<file path="src/rtl/wb_commit_unit.sv">
// wb_commit_unit
//
// Write-back commit unit that sits in front of the 32x32 register file write port.
// ALU and load/store results arrive over valid/ready handshakes. A round-robin
// arbiter grants at most one of them per cycle. Granted results go into a small
// in-order FIFO. The FIFO drains one entry per cycle into the registered
// rf_write / rf_w_addr / rf_w_data outputs.
//
// Optional feature macro: WB_SCOREBOARD_EN.
// When it is defined, a pending-write vector is built. Decode sets a bit on issue
// and the register-file write clears it, which drives rs1_busy / rs2_busy.
// When it is undefined, there are no scoreboard flops and both busy outputs are 0.
//
// Parameters:
//   DEPTH      FIFO entries (power of 2, >= 2)
//   CW         count width, log2(DEPTH)+1
//
// Ports:
//   clk, rstn                          clock; asynchronous active-low reset
//   alu_valid/alu_ready/alu_rd/alu_data  ALU result channel
//   lsu_valid/lsu_ready/lsu_rd/lsu_data  load result channel
//   wb_hold                            freezes the FIFO drain only
//   issue_valid/issue_rd               decode issued a writer of issue_rd
//   rs1_addr/rs2_addr                  decode source addresses
//   rs1_busy/rs2_busy                  source has a pending write
//   rf_write/rf_w_addr/rf_w_data       registered register-file write port
//   fifo_count                         occupied FIFO entries
//
// Handshake: a transfer happens on a rising edge where x_valid and x_ready are
// both high. x_ready is combinational (grant AND not full) and never waits on
// anything except the arbiter and occupancy. A source holds rd/data stable
// while valid is high and ready is low.
module wb_commit_unit #(
    parameter int DEPTH = 4,
    parameter int CW    = 3
) (
    input  logic          clk,
    input  logic          rstn,
    input  logic          alu_valid,
    output logic          alu_ready,
    input  logic [4:0]    alu_rd,
    input  logic [31:0]   alu_data,
    input  logic          lsu_valid,
    output logic          lsu_ready,
    input  logic [4:0]    lsu_rd,
    input  logic [31:0]   lsu_data,
    input  logic          wb_hold,
    input  logic          issue_valid,
    input  logic [4:0]    issue_rd,
    input  logic [4:0]    rs1_addr,
    input  logic [4:0]    rs2_addr,
    output logic          rs1_busy,
    output logic          rs2_busy,
    output logic          rf_write,
    output logic [4:0]    rf_w_addr,
    output logic [31:0]   rf_w_data,
    output logic [CW-1:0] fifo_count
);

    localparam int AW = $clog2(DEPTH);

    logic [4:0]    mem_rd   [DEPTH];
    logic [31:0]   mem_data [DEPTH];
    logic [AW-1:0] wr_ptr;
    logic [AW-1:0] rd_ptr;

    // Round-robin pointer: 0 = ALU has priority on a contested cycle, 1 = LSU.
    logic rr_lsu;

    logic not_full;
    logic contested;
    logic grant_alu;
    logic grant_lsu;
    logic acc_alu;
    logic acc_lsu;
    logic [4:0]  push_rd;
    logic [31:0] push_data;
    logic push;
    logic pop;

    assign not_full  = (fifo_count < CW'(DEPTH));
    assign contested = alu_valid && lsu_valid;
    assign grant_alu = alu_valid && (!lsu_valid || !rr_lsu);
    assign grant_lsu = lsu_valid && (!alu_valid || rr_lsu);

    // When the FIFO is full, both readies stay low even if a pop occurs this cycle.
    // This keeps ready free of any path from wb_hold.
    assign alu_ready = grant_alu && not_full;
    assign lsu_ready = grant_lsu && not_full;

    assign acc_alu   = alu_valid && alu_ready;
    assign acc_lsu   = lsu_valid && lsu_ready;
    assign push_rd   = acc_alu ? alu_rd   : lsu_rd;
    assign push_data = acc_alu ? alu_data : lsu_data;

    // A result for x0 completes its handshake but is dropped here.
    assign push = (acc_alu || acc_lsu) && (push_rd != 5'd0);
    assign pop  = (fifo_count != '0) && !wb_hold;

    // The pointer only moves when a contested grant actually transfers.
    always_ff @(posedge clk or negedge rstn) begin
        if (!rstn) begin
            rr_lsu <= 1'b0;
        end else if (contested && not_full) begin
            rr_lsu <= !rr_lsu;
        end
    end

    // Storage needs no reset; occupancy is tracked by the pointers and the count.
    always_ff @(posedge clk) begin
        if (push) begin
            mem_rd[wr_ptr]   <= push_rd;
            mem_data[wr_ptr] <= push_data;
        end
    end

    always_ff @(posedge clk or negedge rstn) begin
        if (!rstn) begin
            wr_ptr     <= '0;
            rd_ptr     <= '0;
            fifo_count <= '0;
        end else begin
            if (push) wr_ptr <= wr_ptr + AW'(1);
            if (pop)  rd_ptr <= rd_ptr + AW'(1);
            case ({push, pop})
                2'b10:   fifo_count <= fifo_count + CW'(1);
                2'b01:   fifo_count <= fifo_count - CW'(1);
                default: fifo_count <= fifo_count;
            endcase
        end
    end

    // There is no bypass from push to the rf_* registers. An entry always spends one
    // cycle in the FIFO before it is written.
    always_ff @(posedge clk or negedge rstn) begin
        if (!rstn) begin
            rf_write  <= 1'b0;
            rf_w_addr <= 5'd0;
            rf_w_data <= 32'd0;
        end else begin
            rf_write <= pop;
            if (pop) begin
                rf_w_addr <= mem_rd[rd_ptr];
                rf_w_data <= mem_data[rd_ptr];
            end
        end
    end

`ifdef WB_SCOREBOARD_EN
    logic [31:0] pending;
    logic [31:0] set_mask;
    logic [31:0] clr_mask;

    always_comb begin
        set_mask = '0;
        clr_mask = '0;
        if (issue_valid && (issue_rd != 5'd0)) set_mask[issue_rd] = 1'b1;
        // The clear lands on the same edge the register file array updates.
        if (rf_write) clr_mask[rf_w_addr] = 1'b1;
    end

    // Set is applied after the clear, so a same-edge set and clear leaves the bit set.
    // Bit 0 is forced to 0.
    always_ff @(posedge clk or negedge rstn) begin
        if (!rstn) begin
            pending <= '0;
        end else begin
            pending <= ((pending & ~clr_mask) | set_mask) & 32'hFFFF_FFFE;
        end
    end

    assign rs1_busy = pending[rs1_addr];
    assign rs2_busy = pending[rs2_addr];
`else
    logic unused_sb_inputs;
    assign unused_sb_inputs = ^{issue_valid, issue_rd, rs1_addr, rs2_addr};
    assign rs1_busy = 1'b0;
    assign rs2_busy = 1'b0;
`endif

endmodule

</file>
<file path="config.mk">
export PLATFORM = sky130hd
export DESIGN_NAME = wb_commit_unit
export DESIGN_NICKNAME = d
export VERILOG_FILES = /design/src/rtl/wb_commit_unit.sv
export SDC_FILE = /design/constraint.sdc
export NUM_CORES = 1
export LEC_CHECK = 0
export ABC_AREA = 0
export CAP_MARGIN = 10
export CORE_MARGIN = 2
export CORE_UTILIZATION = 52
export DETAILED_ROUTE_END_ITERATION = 16
export PLACE_DENSITY_LB_ADDON = 0.08
export REMOVE_ABC_BUFFERS = 1
export SETUP_SLACK_MARGIN = 0.1
export SYNTH_ARGS = -nofsm -noshare
export SYNTH_HDL_FRONTEND = slang
export SYNTH_SLANG_ARGS = --single-unit
</file>
<file path="constraint.sdc">
create_clock -name clk -period 2.95 [get_ports clk]
set_input_delay 0.295 -clock clk [delete_from_list [all_inputs] [get_ports clk]]
set_output_delay 0.295 -clock clk [all_outputs]
set_load 0.05 [all_outputs]
</file>
==> qor.log, run 1 <==
[status] status finished clean
[synthesis] cell with the most instances after synthesis edfxtp_1
[cells_and_area] NumNets Final 604
[synthesis] async set or reset register ratio after synthesis 23.7%
[worst_setup_path] Setup CP Type reg2out
[cells_and_area] mi-comb count 148
[routing] post-route ant nets 0
[routing] average wire per standard cell 19.3 um
[pwr] net switching power 3.49 mW
[worst_setup_path] crit-path leading delay family buffers and inverters
[worst_setup_path] Critical Path Max Stage Delay 0.79 ns
[worst_setup_path] Worst Path Max Fanout 17
[grt] pin count of the biggest net entering global routing 41
[floorplan] # IOs 140
[grt] most used routing layer in global routing met2
[cells_and_area] footprint of the flip-flops and latches 5600 um^2
[synthesis] most used standard cells in the synthesized netlist edfxtp_1 (148), mux2_2 (75), dfrtp_1 (46)
[cells_and_area] non-clock buffering overhead in the final layout 13.8%
[cells_and_area] number of filler instances in the final layout 957
[cells_and_area] inverter tally of the final layout excluding the clock network 7
[synthesis] FA/HA/MAJ Cells, Area Fraction 1.08%
[worst_setup_path] category of the worst setup path launch point flip-flop
[timing] setup tns final 0 ns
[timing] final clock period utilization by the worst path 85.9%
[pwr] comb pwr 3.84 mW
[placement] Placement Cell Area 9160 um^2
[timing] setup repair after global routing missed its margin false
[cts] number of buffers added by the clock tree synthesis step 17
[synthesis] Dominant Register Cell edfxtp_1
[grt] grt met3 use 4.88%
[cts] Root Driver clkbuf_16
[synthesis] mux share 22.0%
[pwr] clock power share 21.7%
[synthesis] dominant cell type by area after synthesis edfxtp_1
[grt] vias in the first global route 4081
[job] number of warnings the tools reported 44
[worst_setup_path] list of cells traversed by the critical path nor2b_1, nand2_2, buf_4, inv_1, clkdlybuf4s50_1
[cts] maximum number of buffers from clock root to sink 2
[grt] antenna violations before repair 0
[synthesis] yosys stat area 7670 um^2
[timing] final hold violations 0
[pwr] Leak 3.42 nW
[worst_setup_path] arrival time of the worst setup path 2.24 ns
[cts] hold buffer count at CTS 1
[placement] count of input and output buffers 121
[cells_and_area] max FFs per register 128
[synthesis] instance count of the mapped netlist 366
[timing] Highest Clock Rate 0.395 GHz
[floorplan] height of the die 125 um
[routing] router iterations before antenna repair 4
[cells_and_area] area occupied by multi-input gates 1960 um^2
[worst_setup_path] CP endpoint alu_ready
[worst_setup_path] Reg2Reg Depth 4
[synthesis] Post-synth area hogs edfxtp_1 (58%), dfrtp_1 (15%), mux2_2 (11%), mux4_2 (11%), ha_1 (0.82%)
[cells_and_area] registers 194
[synthesis] number of flip-flops and latches in the synthesized netlist 194
[cells_and_area] clock buffer count in the final layout 26
[floorplan] total die size 15700 um^2
[routing] detailed-route wire length on metal 1 5830 um
[grt] global-route wire length before repair 21500 um
[synthesis] count of flip-flops with a built-in enable after synthesis 148
[timing] worst-case hold slack 0.256 ns
[cells_and_area] clk cell area share 6.06%
[cts] clock latency on the worst-skew pair 0.42 ns
[routing] drt via density 5.41
[cells_and_area] Finished Layout Cells 700
[timing] final tally of max-slew violations 0
[placement] # placed instances 667
Fig. 1: run 1, register map, names as in the netlist
(3 px per um)
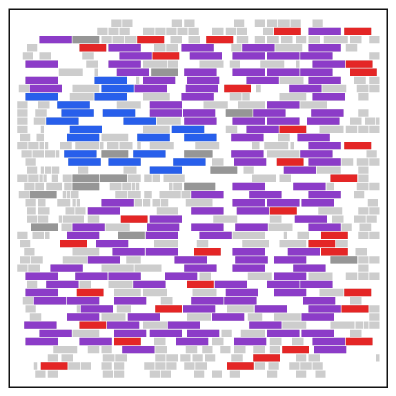
rf_w_data: marked red, sequential cells 32, where spread over the die. mem_data: marked purple, sequential cells 128, where spread over the die. mem_rd: marked blue, sequential cells 20.
sequential logic power: 4.41 mW
sequential fraction of total cell area: 57.4%

Fig. 2: run 1, drive-strength map
(4 px per um)
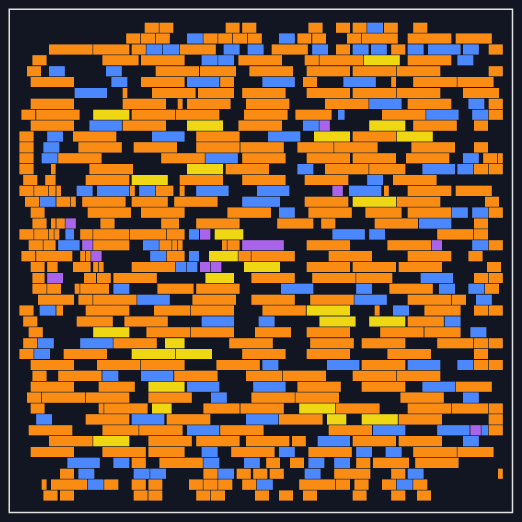
_0 and _1 cells: marked orange, cells 357, share 69%. _3 and _4 cells: marked purple, cells 12, share 2.3%. _2 cells: marked blue, cells 121, share 23%. _6 and larger: marked yellow, cells 26, share 5.0%.
count of buffers not belonging to the clock network in the layout: 135
area overhead of the layout relative to synthesis: 27.3%
Final WS setup: 0.416 ns

Fig. 3: run 1, met2 routing
(3 px per um)
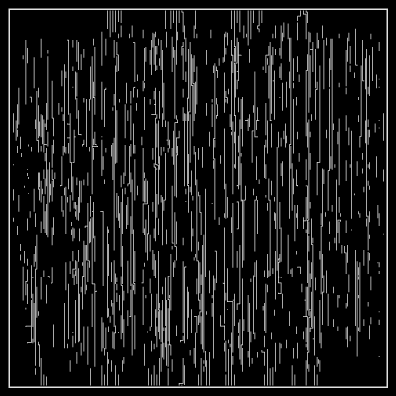
The longest straight run is 55.8 um. The wires run mostly vertical.
total via count in the routed design: 3790
total length of routed wires: 13500 um
grt met2 use: 30.6%

Fig. 4: run 1, a small window of the routed layout
Window x 50 to 75, y 50 to 75 um. Cells in gray, sequential cells in the stronger gray; small squares are vias.
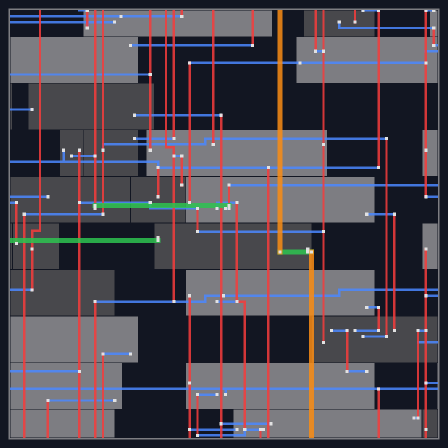

## Run 2: what changed since run 1
Settings changed: PLACE_DENSITY_LB_ADDON 0.08 to 0.1.
Fig. 5: run 2, a small window of the routed layout
Window x 50 to 75, y 50 to 75 um. Cells in gray, sequential cells in the stronger gray; small squares are vias.
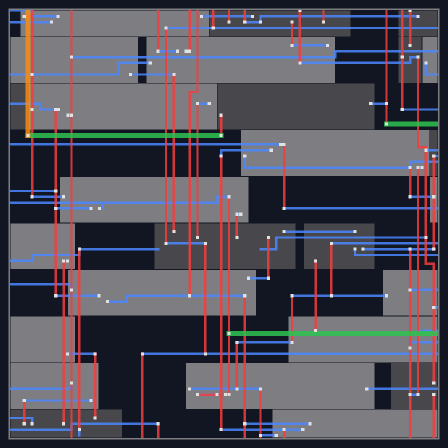
metal 3: marked green. metal 1: marked blue. metal 4: marked orange. metal 2: marked red.
Netlist names of flops here include mem_data (7), mem_rd (2). 17 logic cells have their middle in the window. Sequential cells in the window: 10. Most frequent: edfxtp_1 (9), mux4_2 (3).

==> run 2 against run 1 <==
Compared with the run above: sequential share of layout area up 0.80 points; synthesized cell count unchanged; utilization down 0.92 points; final cell count unchanged; setup slack better by 0.11 ns; critical path depth down 1; routed wire length up 3.0%; global-route usage up 0.56 points; fmax up 4.4%; register-to-register slack better by 0.27 ns; highest routed layer unchanged.
==> qor.log, run 2 <==
[pwr] clock power share 19.1% [-2.6 points]
[pwr] comb pwr 3.82 mW [about the same]
[timing] final clock period utilization by the worst path 82.3% [-3.6 points]
[placement] count of input and output buffers 121 [unchanged]
[synthesis] FA/HA/MAJ Cells, Area Fraction 1.08% [unchanged]
[worst_setup_path] crit-path leading delay family buffers and inverters
[synthesis] instance count of the mapped netlist 366 [unchanged]
[cts] hold buffer count at CTS 1 [unchanged]
[grt] global-route wire length before repair 21900 um [+1.6%]
[worst_setup_path] Critical Path Max Stage Delay 0.88 ns [+0.09 ns]
[worst_setup_path] arrival time of the worst setup path 2.13 ns [-0.11 ns]
[grt] grt met3 use 4.79% [-0.086 points]
[cells_and_area] Finished Layout Cells 700 [unchanged]
[floorplan] height of the die 125 um [unchanged]
[synthesis] number of flip-flops and latches in the synthesized netlist 194 [unchanged]
[pwr] Leak 3.37 nW [-1.5%]
[cells_and_area] NumNets Final 604 [unchanged]
[timing] final hold violations 0 [unchanged]
[floorplan] # IOs 140 [unchanged]
[grt] pin count of the biggest net entering global routing 41 [unchanged]
[cells_and_area] registers 194 [unchanged]
[routing] drt via density 5.51 [+1.7%]
[cells_and_area] area occupied by multi-input gates 1960 um^2 [unchanged]
[synthesis] most used standard cells in the synthesized netlist edfxtp_1 (148), mux2_2 (75), dfrtp_1 (46)
[synthesis] dominant cell type by area after synthesis edfxtp_1
[cells_and_area] clk cell area share 5.04% [-1.0 points]
[worst_setup_path] category of the worst setup path launch point input port
[routing] average wire per standard cell 19.8 um [+3.0%]
[status] status finished clean
[synthesis] mux share 22.0% [unchanged]
[cells_and_area] inverter tally of the final layout excluding the clock network 7 [unchanged]
[routing] post-route ant nets 0 [unchanged]
[pwr] net switching power 3.49 mW [about the same]
[cts] clock latency on the worst-skew pair 0.42 ns [about the same]
[cells_and_area] sequential fraction of total cell area 58.2% [+0.80 points]
[timing] setup tns final 0 ns [unchanged]
[timing] Highest Clock Rate 0.412 GHz [+4.4%]
[timing] Final WS setup 0.523 ns [+0.108 ns]
[worst_setup_path] Worst Path Max Fanout 3 [-14]
[synthesis] yosys stat area 7670 um^2 [unchanged]
[worst_setup_path] list of cells traversed by the critical path clkdlybuf4s50_1, nand2_1, a211oi_1, clkdlybuf4s50_1
[worst_setup_path] Reg2Reg Depth 10 [+6]
[cts] number of buffers added by the clock tree synthesis step 17 [unchanged]
[cts] maximum number of buffers from clock root to sink 2 [unchanged]
[cells_and_area] mi-comb count 148 [unchanged]
[cells_and_area] max FFs per register 128 [unchanged]
[floorplan] total die size 15700 um^2 [unchanged]
[synthesis] cell with the most instances after synthesis edfxtp_1
[cells_and_area] clock buffer count in the final layout 20 [-23%]
[worst_setup_path] CP endpoint lsu_ready
[synthesis] Post-synth area hogs edfxtp_1 (58%), dfrtp_1 (15%), mux2_2 (11%), mux4_2 (11%), ha_1 (0.82%)
[cells_and_area] number of filler instances in the final layout 983 [+2.7%]
[synthesis] count of flip-flops with a built-in enable after synthesis 148 [unchanged]
[routing] detailed-route wire length on metal 1 5730 um [-1.8%]
[timing] worst-case hold slack 0.314 ns [+0.0581 ns]
[timing] final tally of max-slew violations 0 [unchanged]
[timing] setup repair after global routing missed its margin false
[grt] vias in the first global route 4092 [+0.27%]
[grt] most used routing layer in global routing met2
[job] number of warnings the tools reported 44 [unchanged]
Fig. 6: run 2, met2 routing
(3 px per um)
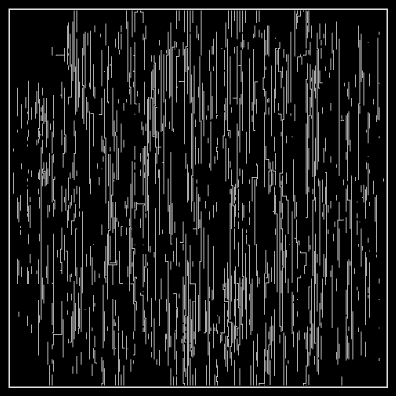
total via count in the routed design: 3854
grt met2 use: 32.4%
total length of routed wires: 13900 um

Fig. 7: run 2, register map, names as in the netlist
(3 px per um)
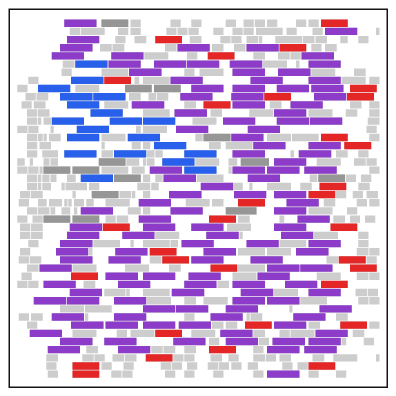

## Run 3: what changed since run 2
Settings changed: CORE_UTILIZATION 52 to 47.
Clock period 2.95 ns to 2.15 ns, I/O delays scaled along.
Fig. 8: run 3, register map, names as in the netlist
(3 px per um)
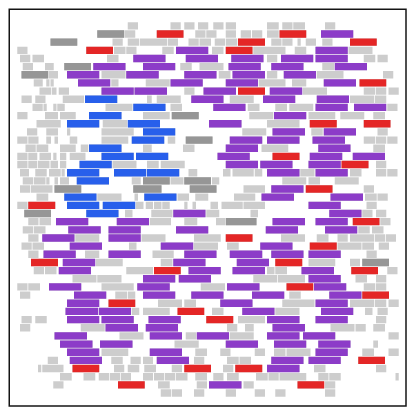
mem_data: marked purple, sequential cells 128, where spread over the die. rf_w_data: marked red, sequential cells 32, where spread over the die. mem_rd: marked blue, sequential cells 20.
Another 14 sequential cells are not colored.

Fig. 9: run 3, met2 routing
(3 px per um)
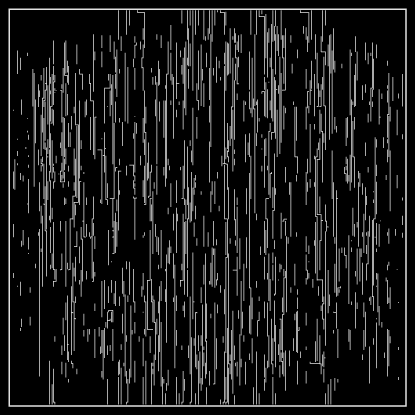
557 nets have wire on it. The layer carries 7520 um of wire. The longest straight run is 49.0 um.
grt met2 use: 30.0%
total length of routed wires: 14200 um
total via count in the routed design: 3870

==> run 3 against run 2 <==
Compared with the run above: hold slack got worse by 0.10 ns; sequential power increased by 32%; sequential share of layout area decreased by 2.6 points; critical endpoint is now fifo_count[2]; highest routed layer unchanged.
==> qor.log, run 3 <==
[status] status finished clean
[floorplan] # IOs 140 [unchanged]
[grt] vias in the first global route 4195 [+2.5%]
[synthesis] Post-synth seq share 72.9%
[cells_and_area] sequential fraction of total cell area 55.6% [-2.6 points]
[synthesis] post-synth top area share 57.9%
[worst_setup_path] list of cells traversed by the critical path clkdlybuf4s50_1
[timing] Final WS setup 0.177 ns [-0.346 ns]
[timing] setup repair after global routing missed its margin true
[worst_setup_path] arrival time of the worst setup path 1.76 ns [-0.37 ns]
[grt] pin count of the biggest net entering global routing 41 [unchanged]
[floorplan] height of the die 132 um [+5.0%]
[timing] number of setup violations in the final report 0
[cells_and_area] area occupied by multi-input gates 1980 um^2 [+1.1%]
[routing] detailed-route wire length on metal 1 5940 um [+3.6%]
[cells_and_area] mi-comb count 148 [unchanged]
[pwr] Leak 3.54 nW [+5.1%]
[worst_setup_path] category of the worst setup path launch point flip-flop
[cts] hold buffer count at CTS 1 [unchanged]
[cells_and_area] NumNets Final 614 [+1.7%]
[cts] number of buffers inserted to repair setup after CTS 1
[timing] setup tns final 0 ns [unchanged]
[cells_and_area] Finished Layout Cells 742 [+6.0%]
[synthesis] yosys stat area 7670 um^2 [unchanged]
[synthesis] count of flip-flops with a built-in enable after synthesis 148 [unchanged]
[synthesis] Post-synth area hogs edfxtp_1 (58%), dfrtp_1 (15%), mux2_2 (11%), mux4_2 (11%), ha_1 (0.82%)
[synthesis] most used standard cells in the synthesized netlist edfxtp_1 (148), mux2_2 (75), dfrtp_1 (46)
[cells_and_area] number of filler instances in the final layout 1137 [+16%]
[routing] average wire per standard cell 19.2 um [-3.2%]
[synthesis] mux share 22.0% [unchanged]
[grt] grt met3 use 4.15% [-0.64 points]
[cells_and_area] max FFs per register 128 [unchanged]
[timing] worst-case hold slack 0.214 ns [-0.0998 ns]
[grt] antenna violations before repair 0
[pwr] net switching power 4.96 mW [+42%]
[cts] number of buffers added by the clock tree synthesis step 17 [unchanged]
[timing] final tally of max-slew violations 0 [unchanged]
[grt] most used routing layer in global routing met2
[job] number of warnings the tools reported 45 [+2.3%]
[cells_and_area] inverter tally of the final layout excluding the clock network 7 [unchanged]
[cts] TritonCTS clock tree done
[worst_setup_path] Reg2Reg Depth 10 [unchanged]
[pwr] clock power share 23.0% [+3.9 points]
[cells_and_area] clock buffer count in the final layout 20 [unchanged]
[worst_setup_path] Worst Path Max Fanout 5 [+2]
[grt] global-route wire length before repair 22700 um [+3.7%]
[pwr] sequential cell fraction of total power 38.4%
[cells_and_area] clk cell area share 6.64% [+1.6 points]
[worst_setup_path] crit-path leading delay family buffers and inverters
[routing] drt via density 5.22 [-5.3%]
[worst_setup_path] CP endpoint fifo_count[2]
[synthesis] yosys xor share 0.799%
[pwr] comb pwr 5.82 mW [+52%]
[placement] count of input and output buffers 121 [unchanged]
[synthesis] FA/HA/MAJ Cells, Area Fraction 1.08% [unchanged]
[worst_setup_path] Critical Path Max Stage Delay 0.85 ns [-0.03 ns]
[synthesis] number of flip-flops and latches in the synthesized netlist 194 [unchanged]
[routing] post-route ant nets 0 [unchanged]
[cts] maximum number of buffers from clock root to sink 2 [unchanged]
[timing] Highest Clock Rate 0.507 GHz
[synthesis] cell with the most instances after synthesis edfxtp_1
[synthesis] instance count of the mapped netlist 366 [unchanged]
[floorplan] total die size 17400 um^2 [+10%]
[synthesis] dominant cell type by area after synthesis edfxtp_1
Power is estimated from default activity; no workload was simulated.
